Figure 1. Clock distribution.
Bar = 20 um.
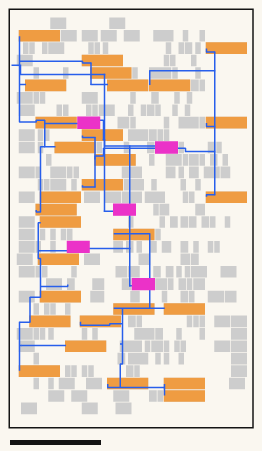
Figure 2. The clock network.
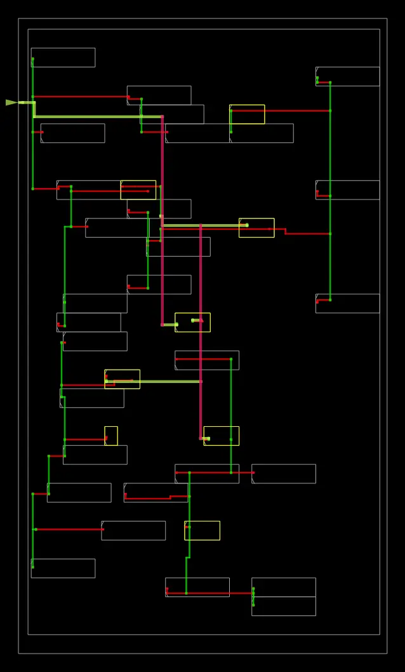
Figure 3. Drive-strength map.
Bar = 20 um.
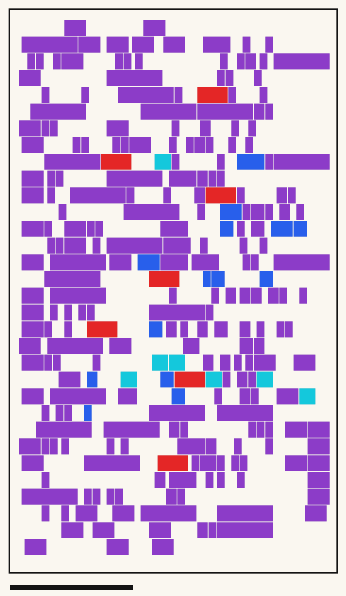
Figure 4. Zoomed window.
Region (23, 8) to (53, 38) um. Cells in gray, sequential cells in the stronger gray; small squares are vias.
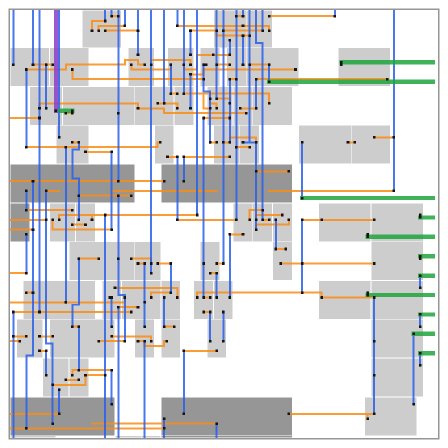
Figure 5. Where the registers sit.
Bar = 20 um. Other sequential cells in the stronger gray, the rest of the logic in the fainter gray.
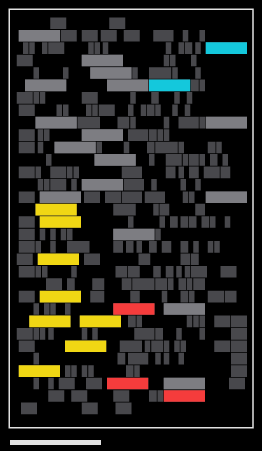
Design uio_bus_arbiter, sky130hd; sources not shown.
==> changes_impl.md <==
### Changed

- Setup_tns: 0 ps
- Leak: approximately 0.0011 uW
- Die area: ~4800 sq um
- Fmax: slightly above 0.4 GHz
- N_diodes: 0
- CTS tree: built
- CTS Root Cell: clkbuf_8
- RSZ-0062 raised after global routing: no
- Initial DRT Pass Iterations: 4
- Xor+xnor area frac: 0%
- Count of final max-slew check failures: 0
- I/O pins: about 50
- DR WL/cell: between 10 and 15 um
- Slew @ Worst Pin: ~380 ps
- Worst reg2reg path depth: 9
- Mapped cell area: approximately 1600 sq um
- Simple-gate share of the synthesized area: between 30% and 40%
- All-Layer GR Usage: around a fifth
- Layout Utilization: between 50% and 60%
- Status: completed
- Synth Seq Share: between 40% and 50%
- Die Ht: 91.3 um
- Cycle use final: around nine tenths
- Final ANT Viol Nets: 0
- Setup violation total in the final timing report: 0
- Relative slew slack: between 70% and 80%
- Startpoint types: register
- Mux cell area share: 0%
- Clock transition at path regs: approximately 60 ps
- Largest net degree at the start of global routing: 30
- GRT overflow: 0
- Final HPWL DP: 2.90 mm
- Fp util: ~36%
- Buffers on Ports: 49
- Vias in the first global route: approximately 1,500
- Chip Width: between 50 and 60 um
- Via count: 1,438
- # Cells Yosys: a little over 200
- Top cell excl fill/tap: nand2_1
- Synth Warn #: 0
- Global-route wire length before repair: around 6.6 mm
- Arrival time worst endpoint: ~1800 ps
- Distinct lib cells used: 22
- Worst hold path type: register to register
- Final Hold Vio Count: 0
- Final min period: 2480 ps
- Req. time, crit path: between 2000 and 2500 ps
- Top cells excl fill/tap: nand2_1, clkdlybuf4s50_1, dfrtp_1
Back to the opening pictures, Figure 1:
- flip-flops: orange (count 29)
- clock-net drivers: magenta (count 5)
- clock wires: blue (length 461 um)
- routed clock nets: 6
Clock Power Share: 17.3%
clk latency late pin: 280 ps
Clock net power: 399 uW
skew final: 8.32 ps

Back to the opening pictures, Figure 2:
clk sink count: 29
Flops: 29
Layout clock buffers: 7

Back to the opening pictures, Figure 3:
- x1 and smaller: purple (cells 234; share 89%)
- x6 and larger: red (cells 7; share 2.7%)
- x2: blue (cells 14; share 5.3%)
- x3 and x4: cyan (cells 7; share 2.7%)
Signal buffers: 56
P&R area growth vs syn: 39.8%
post-route cell area: 2230 sq um
PnR worst setup slack: 223 ps

Back to the opening pictures, Figure 4:
- M1: orange
- M2: blue
- M3: green
- M4: purple
- sequential cells in the window: 4
- cells with their middle in the window: 58
- most frequent: nand2_1 (11), clkdlybuf4s50_1 (11), inv_1 (6)

Back to the opening pictures, Figure 5:
- beat_cnt_r: red (flops 3)
- uio_out: yellow (flops 8)
- turn_cnt_r: cyan (flops 2)
- not colored: 16
power in sequential cells: 739 uW
Storage cell area: 726 sq um

-- per-layer routing --
layer  vias up  GRT usage, %  wire length (um)
li1        742             -                 -
met5         -             0                 0
met4         0          7.46                83
met3         8          4.36               169
met1       649          18.7              1480
met2        39          34.9              2030
-- worst max-delay path, cell delays in order (launching register included) --
cell             delay, ps
dfrtp_1                420
inv_1                  120
ha_1                   230
buf_4                  160
clkdlybuf4s50_1        600
-- cell usage after synthesis --
library cell   n  area, sq um
nor2_2         2         12.5
buf_4          8         60.1
nand3b_1       1         7.51
clkinv_1       1         3.75
nand2_2        4         25.0
o21ai_1        3         15.0
buf_6          1         11.3
o21ai_0        7         35.0
a21oi_1        1         5.00
nand4_1        4         25.0
or2_2          1         6.26
o211ai_1       1         7.51
nand2_1       88          330
dfrtp_1       29          726
a211oi_2       1         12.5
nand3_1       14         70.1
ha_1           8          100
nand3_2        2         20.0
inv_1         21         78.8
inv_2          2         7.51
nor3_2         1         10.0
nor2_1         7         26.3
-- where the power goes --
part	total, uW	internal, uW	switching (uW)
Combinational	1170	527	639
Sequential	739	612	127
Clock	399	230	169
-- final cells by class --
class	count	area [sq um]
sequential	29	726
tap	51	63.8
clock buffer	7	96.3
multi-input combinational	145	708
clock inverter	1	5.00
fill	449	2170
timing repair buffer	56	542
inverter	24	90.1
-- through the flow --
stage | setup WS (ps) | power [uW]
2_1_floorplan | 685 | 1470
3_3_place_gp | -22.9 | 1920
3_5_place_dp | -21.6 | 1920
4_1_cts | 221 | 2340
5_1_grt | 176 | 2490
6_report | 223 | 2300
-- repair_timing --
item                       in CTS  in global routing
hold buffers                    0                  0
setup endpoints to repair       1                  0
gates resized                   1                  0
Power and IR drop assume default switching activity.
